`src/rtl/cmp_hold_pkg.sv`:
```
// Shared types for the hysteretic comparator: decision states, sample classes
// and the width of the agreement counter.
package cmp_hold_pkg;

  localparam int CNT_W = 4;

  typedef enum logic [1:0] {
    IDLE = 2'd0,
    GT   = 2'd1,
    LT   = 2'd2
  } state_t;

  typedef enum logic [1:0] {
    C_GT = 2'd0,
    C_LT = 2'd1,
    C_EQ = 2'd2
  } class_t;

  // Decision state a non-EQ class would move the FSM into.
  function automatic state_t class_to_state(input class_t c);
    return (c == C_LT) ? LT : GT;
  endfunction

  function automatic logic class_matches(input class_t c, input state_t s);
    return ((c == C_GT) && (s == GT)) || ((c == C_LT) && (s == LT));
  endfunction

endpackage

```
`src/rtl/cmp_classify.sv`:
```
// Unsigned magnitude classifier: reports whether a is greater, less or equal to b.
module cmp_classify
  import cmp_hold_pkg::*;
#(
  parameter int WIDTH = 8
) (
  input  logic [WIDTH-1:0] a,
  input  logic [WIDTH-1:0] b,
  output class_t           cls
);

  always_comb begin
    cls = C_EQ;
    if (a > b)      cls = C_GT;
    else if (a < b) cls = C_LT;
  end

endmodule

```
`src/rtl/cmp_hold_fsm.sv`:
```
// Debounced compare decision: a new GT/LT decision is taken only after
// STABLE_CNT consecutive agreeing valid samples; EQ samples break the run.
module cmp_hold_fsm
  import cmp_hold_pkg::*;
#(
  parameter int WIDTH      = 8,
  parameter int STABLE_CNT = 3
) (
  input  logic             clk,
  input  logic             reset_n,
  input  logic             in_valid,
  input  logic [WIDTH-1:0] a,
  input  logic [WIDTH-1:0] b,
  output logic             y,
  output logic             z,
  output logic             changed,
  output logic [1:0]       state_o
);

  localparam logic [CNT_W-1:0] STABLE_C = CNT_W'(STABLE_CNT);

  class_t            cls;
  state_t            state_q, state_d;
  class_t            cand_q, cand_d;
  logic [CNT_W-1:0]  cnt_q, cnt_d, cnt_nxt;
  logic              y_q, y_d, z_q, z_d, changed_q, changed_d;

  cmp_classify #(.WIDTH(WIDTH)) u_classify (
    .a   (a),
    .b   (b),
    .cls (cls)
  );

  always_comb begin
    state_d   = state_q;
    cand_d    = cand_q;
    cnt_d     = cnt_q;
    changed_d = 1'b0;
    cnt_nxt   = '0;

    if (in_valid) begin
      if (cls == C_EQ || class_matches(cls, state_q)) begin
        cnt_d = '0;
      end else begin
        // A class that disagrees with the candidate restarts the run at 1.
        if (cls == cand_q) begin
          cnt_nxt = cnt_q + CNT_W'(1);
        end else begin
          cand_d  = cls;
          cnt_nxt = CNT_W'(1);
        end
        if (cnt_nxt == STABLE_C) begin
          state_d   = class_to_state(cls);
          cnt_d     = '0;
          changed_d = 1'b1;
        end else begin
          cnt_d = cnt_nxt;
        end
      end
    end

    // y remembers a past GT decision through an LT decision.
    unique case (state_d)
      GT:      begin y_d = 1'b1; z_d = 1'b0; end
      LT:      begin y_d = y_q;  z_d = 1'b1; end
      default: begin y_d = 1'b0; z_d = 1'b0; end
    endcase
  end

  always_ff @(posedge clk) begin
    if (!reset_n) begin
      state_q   <= IDLE;
      cand_q    <= C_GT;
      cnt_q     <= '0;
      y_q       <= 1'b0;
      z_q       <= 1'b0;
      changed_q <= 1'b0;
    end else begin
      state_q   <= state_d;
      cand_q    <= cand_d;
      cnt_q     <= cnt_d;
      y_q       <= y_d;
      z_q       <= z_d;
      changed_q <= changed_d;
    end
  end

  assign y       = y_q;
  assign z       = z_q;
  assign changed = changed_q;
  assign state_o = state_q;

endmodule

```
`config.mk`:
```
export PLATFORM = sky130hd
export DESIGN_NAME = cmp_hold_fsm
export DESIGN_NICKNAME = d
export VERILOG_FILES = /design/src/rtl/cmp_hold_pkg.sv /design/src/rtl/cmp_classify.sv /design/src/rtl/cmp_hold_fsm.sv
export SDC_FILE = /design/constraint.sdc
export NUM_CORES = 1
export LEC_CHECK = 0
export CAP_MARGIN = 5
export CORE_ASPECT_RATIO = 0.7
export CORE_UTILIZATION = 40
export CTS_CLUSTER_SIZE = 16
export DETAILED_ROUTE_END_ITERATION = 10
export GPL_TIMING_DRIVEN = 1
export PLACE_DENSITY = 0.75
export SYNTH_ARGS = -nofsm -noshare
export SYNTH_HDL_FRONTEND = slang
export SYNTH_SLANG_ARGS = --single-unit
export TNS_END_PERCENT = 5
```
`constraint.sdc`:
```
create_clock -name clk -period 2.8 [get_ports clk]
set_input_delay 0.7 -clock clk [delete_from_list [all_inputs] [get_ports clk]]
set_output_delay 0.7 -clock clk [all_outputs]
set_load 0.01 [all_outputs]
```
**Run 1: cell outlines without signal wires**

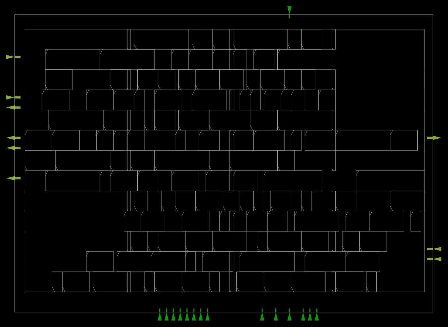
# rows: 13
tap cells: 22
seq_cells: 11

**Run 1: where the registers sit**

Scale bar: 20 um. Other sequential cells in the stronger gray, the rest of the logic in the fainter gray.
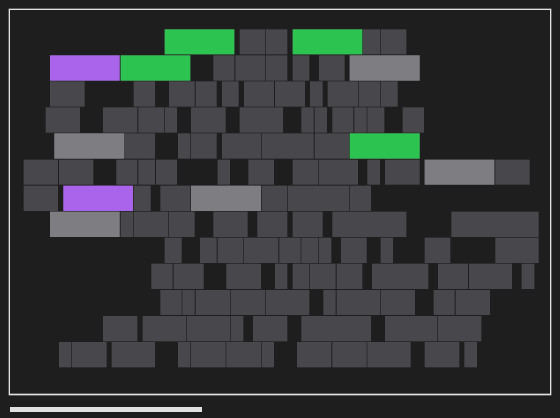
color	signal	sequential cells
green	cnt_q	4
purple	state_o	2
not colored	5
Util after Layout: 63.6%
Power Sequential: 0.170 mW
flop share of the area: 18.2%
Flop area: 220 um^2

**Run 1: routed clock nets over the placement**

Scale bar: 20 um.
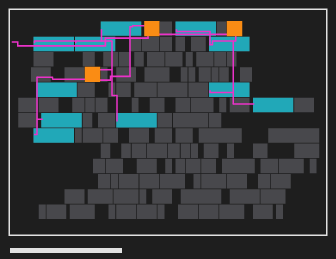
[magenta] clock wires | length: 157 um
[orange] cells driving clock nets | count: 3
[cyan] flip-flops | count: 11
routed clock nets	4
Clock Latency Late Sink: 0.28 ns
power share of the clock group: 25.3%
Worst Skew: 0.00732 ns
Clk power: 0.110 mW

**Run 1: wire density map**

11 x 8 tiles, from dark blue (low) to red (high), scaled to the fullest tile. Values are wire area over tile area, all layers added.
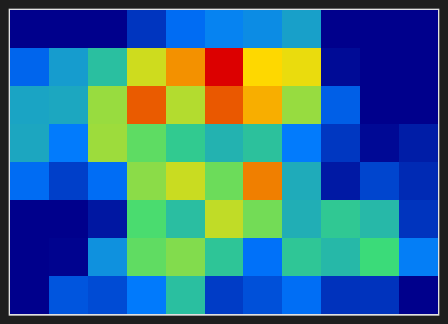
nearly empty tiles	19%
emptiest ninth of the die	upper right
tiles over half the peak	25%
mean over tiles	0.13
fullest tile	0.40
GRT Total Usage: 18.9%
WL per Instance: 12.3 um

==> results.cfg, run 1 <==
; implementation run metrics
[cts]
numCtsBuffers = 3
clockBufferDepth = 2
cts.repair.resized = 0
cts-root-buf = clkbuf_4
hold_buffers = 0
cts.sinks = 11

[logic_synthesis]
most_common_cell = inv_1
synth.logic.top_family = AND-OR/OR-AND gates
synth.cellmix.xorXnorShare_pct = 1.06
muxShareOfSynthArea_pct = 1.21
ys_area_um2 = 827
async_reset_ff_share_pct = 0
ys_sh_aoi_pct = 31.8
yosys.stat.seqShare_pct = 26.6

[finish]
layout_top_cell = clkdlybuf4s50_1
inv_count = 12
fill_cells = 153
diodes = 0
top_register = cnt_q

[global_route]
grt_max_degree = 8
globalRoute.busiestLayer = met2
grt_pass1_vias = 769

[routing]
met1Wirelength_um = 876
post-route-drc-count = 0
wl_met2_um = 849
routed-wl-met3_um = 112

[worst_setup_path]
cpPeakStageDelay_ns = 0.45
path_class = in -> reg
reg2reg_depth = 6
worstReg2RegStart = cnt_q[0]
r2r-end = y
worst_ep_arrival_time_ns = 2.88

[timing]
report.final.hold_viol_count = 0
worstMarginPinSlew_ns = 0.347
drv_slew = 0
setup_violations = 0
finalClockPeriodUsage_pct = 96.8

[die]
die_h_um = 40.0
design.core.area_um2 = 1900

[hold_path]
min_path_type = reg -> reg
holdPathStages = 2

[place]
dp_hpwl_um = 1500
place_area_um2 = 1140

[pwr]
comb_cell_power_mw = 0.157
p_sw_mw = 0.137
p_leak_nw = 0.526

[outcome]
outcome = completed
==> run 2: changes to the inputs <==
- CTS_CLUSTER_SIZE: 16 -> unset
**Run 2: where the registers sit**

Scale bar: 20 um. Other sequential cells in the stronger gray, the rest of the logic in the fainter gray.
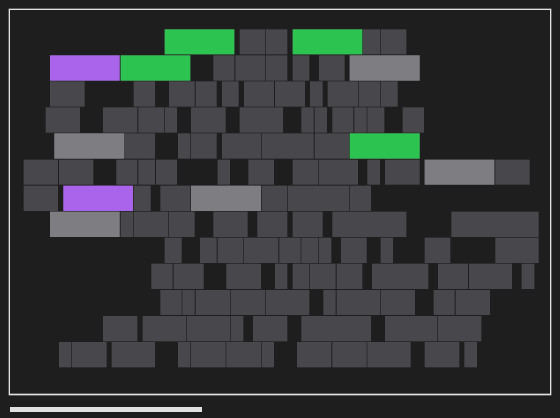
color	signal	sequential cells
green	cnt_q	4
purple	state_o	2

**Run 2: wire density map**

11 x 8 tiles, from dark blue (low) to red (high), scaled to the fullest tile. Values are wire area over tile area, all layers added.
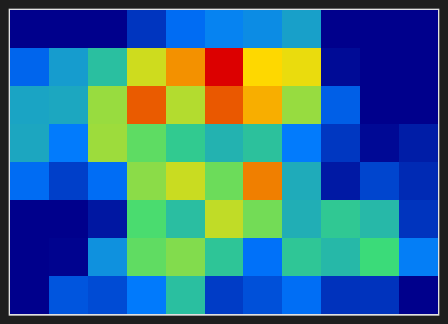
tiles over half the peak	25%
mean over tiles	0.13
fullest tile	0.40
emptiest ninth of the die	upper right
nearly empty tiles	19%

==> run 2 against run 1 <==
First-iteration DRC count is the same. Largest cell class unchanged. Non-clock buffer count is the same. Largest power group unchanged. Clock power is essentially flat. Flip-flop count is the same. Critical endpoint unchanged.
==> results.cfg, run 2 <==
; implementation run metrics
[worst_setup_path]
r2r-end = y
worstReg2RegStart = cnt_q[0]
cpPeakStageDelay_ns = 0.45
worst_ep_arrival_time_ns = 2.88

[logic_synthesis]
synth.logic.top_family = AND-OR/OR-AND gates
ys_sh_aoi_pct = 31.8
ys_area_um2 = 827
async_reset_ff_share_pct = 0
most_common_cell = inv_1
yosys.stat.seqShare_pct = 26.6
synth.cellmix.xorXnorShare_pct = 1.06
muxShareOfSynthArea_pct = 1.21

[finish]
layout_top_cell = clkdlybuf4s50_1
inv_count = 12
seq_share_pct = 18.2
top_register = cnt_q
diodes = 0

[cts]
cts.repair.resized = 0
clock_latency_ns = 0.28
clockBufferDepth = 2
hold_buffers = 0

[routing]
post-route-drc-count = 0
wire_per_inst_um = 12.3
wl_met2_um = 849

[die]
num_rows = 13
num_tap_cells = 22
die_h_um = 40.0

[timing]
report.final.hold_viol_count = 0
fin_worst_skew_ns = 0.00732
drv_slew = 0

[place]
dp_hpwl_um = 1500
place_area_um2 = 1140

[outcome]
outcome = completed

[global_route]
globalRoute.busiestLayer = met2
grt_usage_pct = 18.9
grt_max_degree = 8

[pwr]
comb_cell_power_mw = 0.157
p_leak_nw = 0.526
p_sw_mw = 0.137
pg_clk_mw = 0.110
powerSeq_mw = 0.170

[hold_path]
min_path_type = reg -> reg
holdPathStages = 2
**Run 2: cell outlines without signal wires**

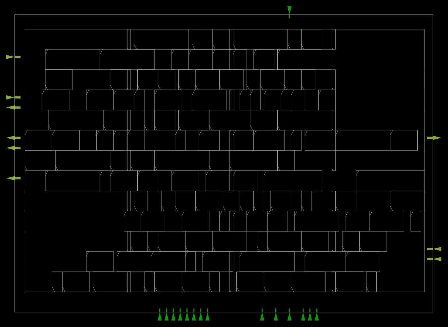
Core Region: 1900 um^2
Layout Cells excl Fill: 149
fill cell count: 153

**Run 2: routed clock nets over the placement**

Scale bar: 20 um.
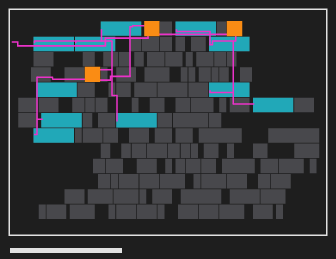

==> run 3: changes to the inputs <==
- ABC_AREA: unset -> 1
- CORE_MARGIN: unset -> 3
- PLACE_DENSITY: 0.75 -> 0.76
- RECOVER_POWER: unset -> 100
**Run 3: routed clock nets over the placement**

Scale bar: 20 um.
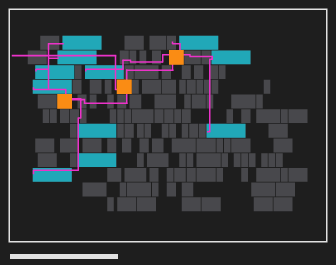
[orange] cells driving clock nets | count: 3
[magenta] clock wires | length: 153 um
[cyan] flip-flops | count: 11
routed clock nets	4
Clock Latency Late Sink: 0.27 ns
power share of the clock group: 27.2%
Worst Skew: 0.00151 ns
Clk power: 0.113 mW

**Run 3: cell outlines without signal wires**

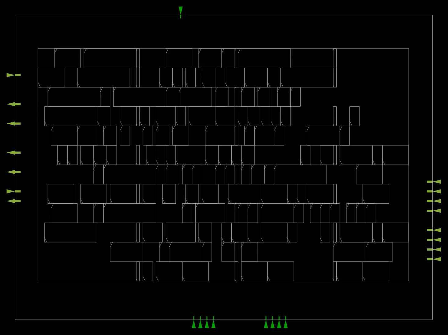
Util after Layout: 62.6%
tap cells: 21

==> run 3 against run 2 <==
Register-to-register slack improved by 0.02 ns. Sequential power barely moved. Global-route usage fell by 3.6 points. Flip-flop count did not move. Clock-buffer cell count did not move. Clock power barely moved. Critical path depth rose by 4. Worst hold slack got worse by 0.024 ns. First-iteration DRC count fell by 36%. Final area fell by 12%. Critical endpoint is now y. Largest cell class unchanged.
==> results.cfg, run 3 <==
; implementation run metrics
[cts]
clockBufferDepth = 2
hold_buffers = 0
cts.sinks = 11

[finish]
flops = 11
inv_count = 21
fill_cells = 155
fin_cells = 161

[worst_setup_path]
cpPeakStageDelay_ns = 0.48
reg2reg_depth = 10
worst_ep_arrival_time_ns = 2.74

[routing]
post-route-drc-count = 0
wl_met2_um = 770
wire_per_inst_um = 11.2

[outcome]
outcome = completed

[logic_synthesis]
muxShareOfSynthArea_pct = 0
ys_sh_aoi_pct = 10.5
async_reset_ff_share_pct = 0
synth.cellmix.xorXnorShare_pct = 2.27
synth.logic.top_family = simple AND/OR/NAND/NOR gates
most_common_cell = nand2_1

[pwr]
comb_cell_power_mw = 0.130

[hold_path]
holdPathStages = 2
min_path_type = reg -> reg

[timing]
worstMarginPinSlew_ns = 0.337
drv_slew = 0
report.final.hold_viol_count = 0

[global_route]
globalRoute.busiestLayer = met2
grt_pass1_vias = 709

[die]
num_rows = 12
design.core.area_um2 = 1700

[place]
place_area_um2 = 1040
dp_hpwl_um = 1390
**Run 3: where the registers sit**

Scale bar: 20 um. Other sequential cells in the stronger gray, the rest of the logic in the fainter gray.
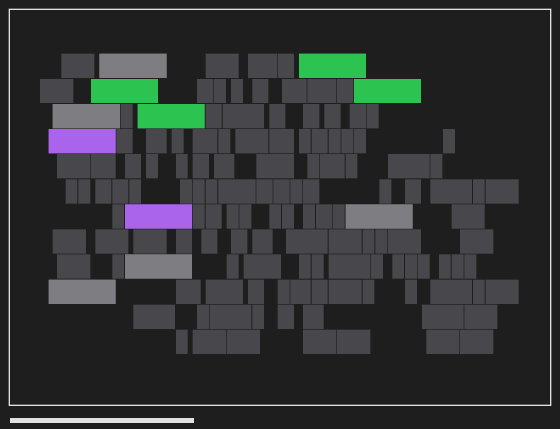
color	signal	sequential cells
purple	state_o	2
green	cnt_q	4
Power Sequential: 0.171 mW
flop share of the area: 20.7%

No activity file was given, so power comes from the tool's default toggle rates.
